## src/rtl/ps2_rx_ctrl.sv

```systemverilog
// rtl/ps2_rx_ctrl.sv - PS/2 device-to-host frame receiver with byte FIFO and error strobes
//
// Purpose:
//   Receives 11-bit PS/2 frames (start 0, 8 data bits LSB first, odd parity,
//   stop 1) from the raw ps2_clk/ps2_data pins, stores good bytes in a small
//   FIFO and reports overflow, parity, framing and timeout errors as a
//   one-cycle strobe.
//
// Ports:
//   clk         system clock, all state on rising edge
//   rst         asynchronous active-high reset
//   ps2_clk     raw PS/2 clock pin (asynchronous)
//   ps2_data    raw PS/2 data pin (asynchronous)
//   data_out    FIFO head byte, 0x00 while the FIFO is empty
//   data_valid  FIFO non-empty
//   data_rd     pop FIFO head, ignored while data_valid=0
//   fifo_count  current FIFO occupancy
//   busy        frame FSM not in IDLE
//   err_valid   one-cycle error strobe
//   err_type    00 overflow, 01 parity, 10 framing, 11 timeout

module ps2_rx_ctrl #(
    parameter int TIMEOUT_CYCLES = 100000,
    parameter int FIFO_DEPTH     = 4
) (
    input  logic                          clk,
    input  logic                          rst,
    input  logic                          ps2_clk,
    input  logic                          ps2_data,
    output logic [7:0]                    data_out,
    output logic                          data_valid,
    input  logic                          data_rd,
    output logic [$clog2(FIFO_DEPTH):0]   fifo_count,
    output logic                          busy,
    output logic                          err_valid,
    output logic [1:0]                    err_type
);

    localparam int PTR_W = $clog2(FIFO_DEPTH);
    localparam int CNT_W = PTR_W + 1;
    localparam int WD_W  = $clog2(TIMEOUT_CYCLES);

    localparam logic [WD_W-1:0]  WD_MAX    = WD_W'(TIMEOUT_CYCLES - 1);
    localparam logic [CNT_W-1:0] CNT_FULL  = CNT_W'(FIFO_DEPTH);

    localparam logic [1:0] ERR_OVERFLOW = 2'b00;
    localparam logic [1:0] ERR_PARITY   = 2'b01;
    localparam logic [1:0] ERR_FRAMING  = 2'b10;
    localparam logic [1:0] ERR_TIMEOUT  = 2'b11;

    typedef enum logic [1:0] {
        IDLE   = 2'd0,
        DATA   = 2'd1,
        PARITY = 2'd2,
        STOP   = 2'd3
    } state_t;

    state_t state_q, state_d;

    // Synchronizers reset to the idle bus level (high) so that releasing
    // reset never manufactures a falling edge on ps2_clk.
    logic clk_s1, clk_s2, clk_prev;
    logic dat_s1, dat_s2;
    logic fall;

    logic [2:0]       bit_cnt_q;
    logic [7:0]       shift_q;
    logic             parity_q;
    logic [WD_W-1:0]  wd_q;
    logic             wd_expire;

    logic             stop_fall;
    logic             parity_ok;
    logic             frame_err;
    logic             parity_err;
    logic             push;

    logic [7:0]       mem [FIFO_DEPTH];
    logic [PTR_W-1:0] wr_ptr_q, rd_ptr_q;
    logic [CNT_W-1:0] count_q;
    logic             pop;
    logic             full;
    logic             do_push;
    logic             overflow;

    always_ff @(posedge clk or posedge rst) begin
        if (rst) begin
            clk_s1   <= 1'b1;
            clk_s2   <= 1'b1;
            clk_prev <= 1'b1;
            dat_s1   <= 1'b1;
            dat_s2   <= 1'b1;
        end else begin
            clk_s1   <= ps2_clk;
            clk_s2   <= clk_s1;
            clk_prev <= clk_s2;
            dat_s1   <= ps2_data;
            dat_s2   <= dat_s1;
        end
    end

    assign fall = clk_prev & ~clk_s2;

    // A fall in the very cycle the watchdog would expire still counts as
    // activity, so the frame continues.
    assign wd_expire = (state_q != IDLE) && !fall && (wd_q == WD_MAX);

    // State register
    always_ff @(posedge clk or posedge rst) begin
        if (rst) begin
            state_q <= IDLE;
        end else begin
            state_q <= state_d;
        end
    end

    // Next-state logic
    always_comb begin
        state_d = state_q;
        if (wd_expire) begin
            state_d = IDLE;
        end else if (fall) begin
            case (state_q)
                IDLE:    if (!dat_s2) state_d = DATA;
                DATA:    if (bit_cnt_q == 3'd7) state_d = PARITY;
                PARITY:  state_d = STOP;
                STOP:    state_d = IDLE;
                default: state_d = IDLE;
            endcase
        end
    end

    // Output / event decode
    always_comb begin
        busy       = (state_q != IDLE);
        stop_fall  = (state_q == STOP) && fall;
        parity_ok  = ^{shift_q, parity_q};
        // Framing outranks parity: a missing stop bit is reported as framing
        // regardless of the parity bit.
        frame_err  = stop_fall && !dat_s2;
        parity_err = stop_fall && dat_s2 && !parity_ok;
        push       = stop_fall && dat_s2 && parity_ok;
    end

    // Frame datapath: bit counter, shift register, parity capture, watchdog
    always_ff @(posedge clk or posedge rst) begin
        if (rst) begin
            bit_cnt_q <= 3'd0;
            shift_q   <= 8'h00;
            parity_q  <= 1'b0;
            wd_q      <= '0;
        end else begin
            if (wd_expire) begin
                bit_cnt_q <= 3'd0;
                shift_q   <= 8'h00;
            end else if (fall) begin
                case (state_q)
                    IDLE:    bit_cnt_q <= 3'd0;
                    DATA: begin
                        shift_q   <= {dat_s2, shift_q[7:1]};
                        bit_cnt_q <= bit_cnt_q + 3'd1;
                    end
                    PARITY:  parity_q <= dat_s2;
                    default: ;
                endcase
            end

            if (state_q == IDLE || fall || wd_expire) begin
                wd_q <= '0;
            end else begin
                wd_q <= wd_q + WD_W'(1);
            end
        end
    end

    // FIFO control. A pop in the push cycle frees the slot, so a full FIFO
    // accepts the new byte; a pop on an empty FIFO is ignored.
    always_comb begin
        pop      = data_rd && (count_q != '0);
        full     = (count_q == CNT_FULL);
        do_push  = push && (!full || pop);
        overflow = push && full && !pop;
    end

    always_ff @(posedge clk) begin
        if (do_push) begin
            mem[wr_ptr_q] <= shift_q;
        end
    end

    // Pointers are exactly PTR_W bits wide, so they wrap modulo FIFO_DEPTH.
    always_ff @(posedge clk or posedge rst) begin
        if (rst) begin
            wr_ptr_q <= '0;
            rd_ptr_q <= '0;
            count_q  <= '0;
        end else begin
            if (do_push) wr_ptr_q <= wr_ptr_q + PTR_W'(1);
            if (pop)     rd_ptr_q <= rd_ptr_q + PTR_W'(1);
            case ({do_push, pop})
                2'b10:   count_q <= count_q + CNT_W'(1);
                2'b01:   count_q <= count_q - CNT_W'(1);
                default: count_q <= count_q;
            endcase
        end
    end

    assign data_valid = (count_q != '0);
    assign data_out   = data_valid ? mem[rd_ptr_q] : 8'h00;
    assign fifo_count = count_q;

    // Error strobe. The sources are mutually exclusive: framing, parity and
    // overflow all come from the stop-bit fall (overflow only on a good
    // frame), while timeout only fires in a cycle without a fall.
    always_ff @(posedge clk or posedge rst) begin
        if (rst) begin
            err_valid <= 1'b0;
            err_type  <= ERR_OVERFLOW;
        end else begin
            err_valid <= overflow | parity_err | frame_err | wd_expire;
            if (frame_err) begin
                err_type <= ERR_FRAMING;
            end else if (parity_err) begin
                err_type <= ERR_PARITY;
            end else if (wd_expire) begin
                err_type <= ERR_TIMEOUT;
            end else if (overflow) begin
                err_type <= ERR_OVERFLOW;
            end
        end
    end

endmodule

```

## config.mk

```make
export PLATFORM = sky130hd
export DESIGN_NAME = ps2_rx_ctrl
export DESIGN_NICKNAME = d
export VERILOG_FILES = /design/src/rtl/ps2_rx_ctrl.sv
export SDC_FILE = /design/constraint.sdc
export NUM_CORES = 1
export LEC_CHECK = 0
export ABC_AREA = 1
export CORE_MARGIN = 3
export CORE_UTILIZATION = 40
export CTS_CLUSTER_SIZE = 25
export DETAILED_ROUTE_END_ITERATION = 10
export PLACE_DENSITY_LB_ADDON = 0.12
export SKIP_LAST_GASP = 1
export SYNTH_ARGS = -nofsm -noshare
export SYNTH_HDL_FRONTEND = slang
export SYNTH_SLANG_ARGS = --single-unit
```

## constraint.sdc

```tcl
create_clock -name clk -period 1.9 [get_ports clk]
set_input_delay 0.38 -clock clk [delete_from_list [all_inputs] [get_ports clk]]
set_output_delay 0.38 -clock clk [all_outputs]
set_load 0.1 [all_outputs]
```

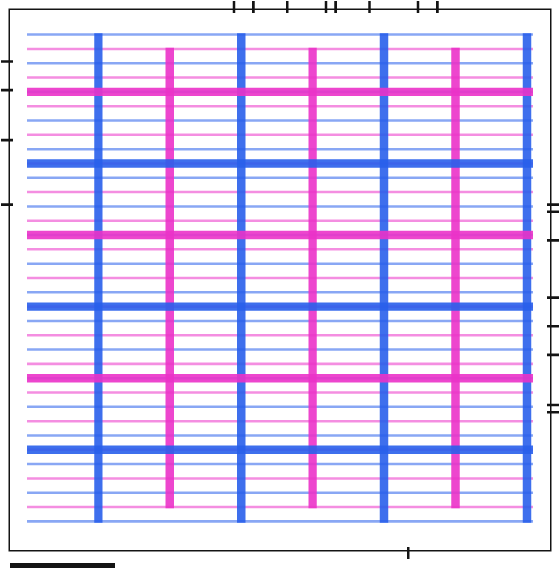
*Floorplan with the power grid, run 1*
The bar under the picture is 20 µm long. Pins as bars on the die edge.
Key: blue = VSS; magenta = VDD
6 straps on met5. The core has 34 rows. 21 signal pins sit on the boundary. 35 met1 rails follow the rows.
Chip Width: 103 µm
Die Y: 103 µm
Max IR drop VDD: 1.26 mV

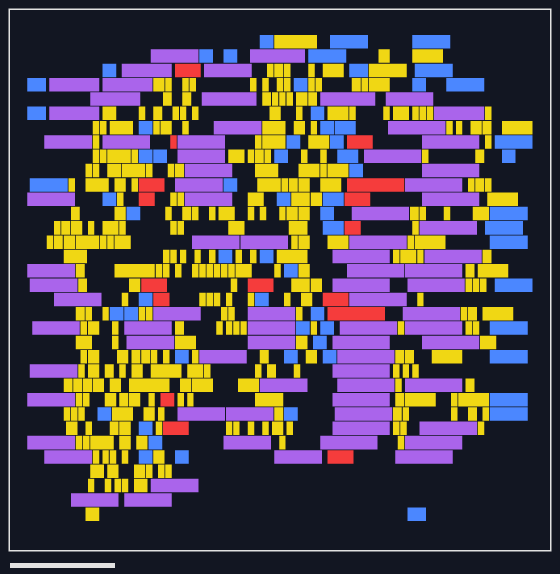
*Cells coloured by class, run 1*
The bar under the picture is 20 µm long.
Key: blue = remaining buffers and delay cells [cells 64]; purple = sequential cells [cells 78]; yellow = combinational and other logic [cells 321]; red = clock drivers and dummy loads [cells 16]
final instance area: 0.00505 mm²
Final Util: 0.568
sequential cell area share: 0.422

==> reports/metrics.cfg, run 1 <==
[status]
status=finished, violations left
violations=negative setup slack

[sta]
holdWs_ns=0.358
finalSetupTns_ns=-0.466
fin_ws_ns=-0.0692
tightest_slew_ns=0.366
finalHoldViolCount=0
final.period_utilization=1.04
finalCriticalPeriod_ns=1.97
rsz0062_at_grt=yes
finalSetupViolCount=8
relSlewSlack=0.753

[detailed_routing]
antenna_left=0
avgViaCountPerCell=4.68
drtIter0Drc=58
wl_per_cell_um=12.1
wl_met3_um=167
drc=0
top_layer=met4
drt-met1-wl_um=3430

[clocking]
clk_path_buf_depth=2
cts_tree=done
path_clk_slew_ns=0.08
cts.htree.levels=3
clock_sinks=78
holdBufCountCts=0
cts_root_buffer=clkbuf_8
postCtsSetupBuffers=2

[placed_design]
pre_cts_ws_ns=-0.0206
place_inst=555
dpl.hpwl_um=5120
place_congestion=0.832

[floorplanning]
initial_core_util=0.420
num_io_pins=21
taps=108
coreArea_mm2=0.00889
core.rowCount=34

[logic_synthesis]
synth_top_area_share=0.275
largest_area_cell=dfrtp_1
async_reset_ff_frac=0.590
ys.flop_type=dfrtp_1
yosys-stat-area_mm2=0.00373
synth-edff-count=32
syn_avg_cell_area_um2=9.24
synth_nets=421
ys_seq_frac=0.568
synthAdderAreaFrac=0.0422
logic_family=simple AND/OR/NAND/NOR gates
yosysWarnings=0
syn_area_mm2=0.00373
synthDistinctLibCells=35

[critical_path]
cp.arrival_ns=1.59
path_max_fanout=17
critical_path_class=flip-flop to output port
reg2regPathDepth=15
cp_cell_sequence=inv_4, o21ai_0, a21oi_4, buf_12
rr_endpoint=fifo_count[1]
rrSetupSlack_ns=0.01
max_stage_delay_ns=0.48
crit_path_start_kind=flip-flop
required_ns=1.52
critPathLaunch=rd_ptr_q[0]
reg2reg_from=shift_q[7]
crit_path_end=data_out[1]
path_delay_family=flip-flops
worst-path-stages=4

[grt]
grt_pass1_vias=2658
grtUsageMet2=0.240
grt_use_total=0.153
use_met1=0.206
busiest_layer=met2
antenna_found_initial=0
grt_use_met3=0.0352
grt_pass1_wl_um=12300

[final_layout]
seqCellArea_mm2=0.00213
layout_top_cell=nor2_1
regMostFlops=mem
largestClassByArea=registers
area_growth_syn_to_layout_pct=35.3
comb_share=0.321
nFillCells=746
flops=78
largest_reg_flops=32
logic_area_mm2=0.00162
reg.largest.list=mem (32), wd_q (17), shift_q (8)
nets=491
nClkBuffers=9
n_all_buffers=64
nMultiInputCombCells=261
final_cell_mix=78 x nor2_1, 49 x inv_1, 44 x nand2_1
n_antenna_cell=0
buf_share=0.137

[hold_path]
hold_start=dat_s1
hp-class=flip-flop to flip-flop

[power]
pg_seq_mw=2.33
power.net_switching_mw=4.09
power_leader=combinational logic
cellInternalPower_mw=4.71
combinationalPowerShare=0.581
seqPwrFrac=0.265
total_power_mw=8.80

[job]
openroad.warnings=35

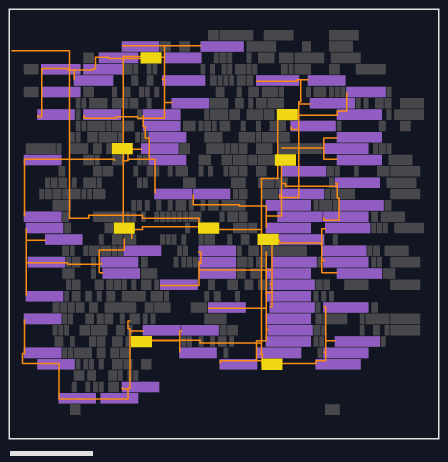
*Clock distribution, run 1*
The bar under the picture is 20 µm long.
Key: purple = flip-flops [count 78]; yellow = clock drivers [count 9]; orange = clock wires [length 929 µm]
There are 10 routed clock nets.
Insertion Delay late pin: 0.35 ns
Clock Power: 1.35 mW
Clock power frac: 0.154
Clock Skew: 0.00697 ns

==> run 2: changes to the inputs <==
--- a/config.mk
+++ b/config.mk
@@ -6,11 +6,13 @@
 export NUM_CORES = 1
 export LEC_CHECK = 0
 export ABC_AREA = 1
+export ABC_CLOCK_PERIOD_IN_PS = 1800
 export CORE_MARGIN = 3
 export CORE_UTILIZATION = 40
 export CTS_CLUSTER_SIZE = 25
 export DETAILED_ROUTE_END_ITERATION = 10
 export PLACE_DENSITY_LB_ADDON = 0.12
+export REMOVE_ABC_BUFFERS = 1
 export SKIP_LAST_GASP = 1
 export SYNTH_ARGS = -nofsm -noshare
 export SYNTH_HDL_FRONTEND = slang
==> constraint.sdc (replaced) <==
create_clock -name clk -period 1.8 [get_ports clk]
set_input_delay 0.36 -clock clk [delete_from_list [all_inputs] [get_ports clk]]
set_output_delay 0.36 -clock clk [all_outputs]
set_load 0.1 [all_outputs]
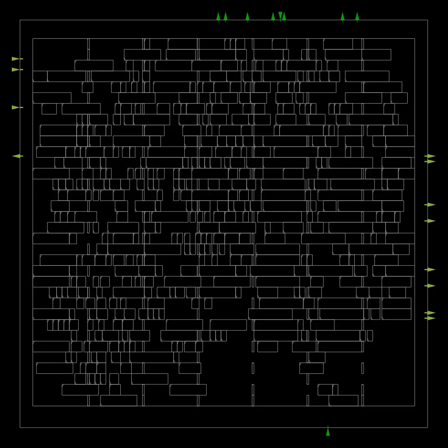
*Placement view, run 2*
FF+latch count: 78
sequential cell area share: 0.397
Final Util: 0.600
# Taps: 108
fillers: 748

==> run 2 against run 1 <==
Against the previous run:
- the run still ends with negative setup slack left
- utilization grew 3.3 points
- total power grew 11%
- synthesized cell count unchanged
- non-clock buffer count up 20
- via count grew 4.1%
- cell area is 5.7% higher
- critical path depth increased by 2
- sequential cell count stayed put
==> reports/metrics.cfg, run 2 <==
[final_layout]
largest_reg_flops=32  ; unchanged
layout_top_cell=nor2_1  ; unchanged
seqCellArea_mm2=0.00212  ; was 0.00213 mm²
final_cell_mix=69 x nor2_1, 48 x buf_4, 46 x inv_1  ; was 78 x nor2_1, 49 x inv_1, 44 x nand2_1
nets=511  ; was 491
n_antenna_cell=0  ; unchanged
postLayoutCellArea_mm2=0.00534  ; was 0.00505 mm²
regMostFlops=mem  ; unchanged
logic_area_mm2=0.00171  ; was 0.00162 mm²
buf_share=0.174  ; was 0.137
comb_share=0.321  ; about the same
largestClassByArea=registers  ; unchanged
n_all_buffers=84  ; was 64
nMultiInputCombCells=261  ; unchanged
area_growth_syn_to_layout_pct=43.0  ; was 35.3%
nClkBuffers=13  ; was 9

[floorplanning]
num_io_pins=21  ; unchanged
coreArea_mm2=0.00889  ; unchanged
initial_core_util=0.420  ; unchanged
dieHeight_um=103  ; unchanged
die_x_um=103  ; unchanged

[logic_synthesis]
synthDistinctLibCells=35  ; unchanged
ys_seq_frac=0.568  ; unchanged
synth-edff-count=32  ; unchanged
syn_area_mm2=0.00373  ; unchanged
syn_avg_cell_area_um2=9.24  ; unchanged
largest_area_cell=dfrtp_1  ; unchanged
synthAdderAreaFrac=0.0422  ; unchanged
yosys-stat-area_mm2=0.00373  ; unchanged
yosysWarnings=0  ; unchanged
ys.flop_type=dfrtp_1  ; unchanged
async_reset_ff_frac=0.590  ; unchanged
logic_family=simple AND/OR/NAND/NOR gates  ; unchanged

[critical_path]
critical_path_class=flip-flop to output port  ; unchanged
crit_path_end=data_out[2]  ; was data_out[1]
crit_path_start_kind=flip-flop  ; unchanged
cp_cell_sequence=buf_6, inv_8, buf_12, o21ai_2, a21oi_2, buf_12  ; was inv_4, o21ai_0, a21oi_4, buf_12
rrSetupSlack_ns=-0.12  ; was 0.01 ns
cp.arrival_ns=1.59  ; about the same
path_delay_family=buffers and inverters  ; was flip-flops
rr_endpoint=fifo_count[1]  ; unchanged
max_stage_delay_ns=0.46  ; was 0.48 ns
required_ns=1.44  ; was 1.52 ns
path_max_fanout=7  ; was 17
reg2regPathDepth=15  ; unchanged
critPathLaunch=rd_ptr_q[0]  ; unchanged

[sta]
rsz0062_at_grt=yes  ; unchanged
skew_ns=0.0101  ; was 0.00697 ns
finalSetupViolCount=44  ; was 8
tightest_slew_ns=0.343  ; was 0.366 ns
finalCriticalPeriod_ns=1.95
relSlewSlack=0.771  ; was 0.753
finalSetupTns_ns=-3.65  ; was -0.466 ns
finalHoldViolCount=0  ; unchanged
holdWs_ns=0.357  ; was 0.358 ns
fin_ws_ns=-0.155  ; was -0.0692 ns

[status]
status=finished, violations left  ; unchanged
violations=negative setup slack  ; unchanged

[detailed_routing]
drtIter0Drc=67  ; was 58
wl_per_cell_um=12.8  ; was 12.1 µm
drc=0  ; unchanged
antenna_left=0  ; unchanged
top_layer=met4  ; unchanged
wl_met3_um=162  ; was 167 µm
drt-met1-wl_um=3590  ; was 3430 µm

[grt]
grtUsageMet2=0.263  ; was 0.240
busiest_layer=met2  ; unchanged
use_met1=0.204  ; was 0.206
grt_pass1_vias=2772  ; was 2,658
grt_pass1_wl_um=12800  ; was 12,300 µm
antenna_found_initial=0  ; unchanged

[power]
seqPwrFrac=0.246  ; was 0.265
p_clk_frac=0.134  ; was 0.154
power.net_switching_mw=4.46  ; was 4.09 mW
peakVddDrop_mv=1.22  ; was 1.26 mV
p_clk_mw=1.31  ; was 1.35 mW
total_power_mw=9.74  ; was 8.80 mW
pg_seq_mw=2.40  ; was 2.33 mW
power_leader=combinational logic  ; unchanged

[clocking]
path_clk_slew_ns=0.08  ; about the same
cts_tree=done  ; unchanged
clk_path_buf_depth=2  ; unchanged
clock_sinks=78  ; unchanged
holdBufCountCts=0  ; unchanged
cts_root_buffer=clkbuf_8  ; unchanged
cts.htree.levels=3  ; unchanged

[placed_design]
place_inst=573  ; was 555
place_congestion=0.810  ; was 0.832
dpl.hpwl_um=5220  ; was 5120 µm

[hold_path]
hp-class=flip-flop to flip-flop  ; unchanged

[job]
openroad.warnings=33  ; was 35

No activity file was given, so power comes from the tool's default toggle rates.
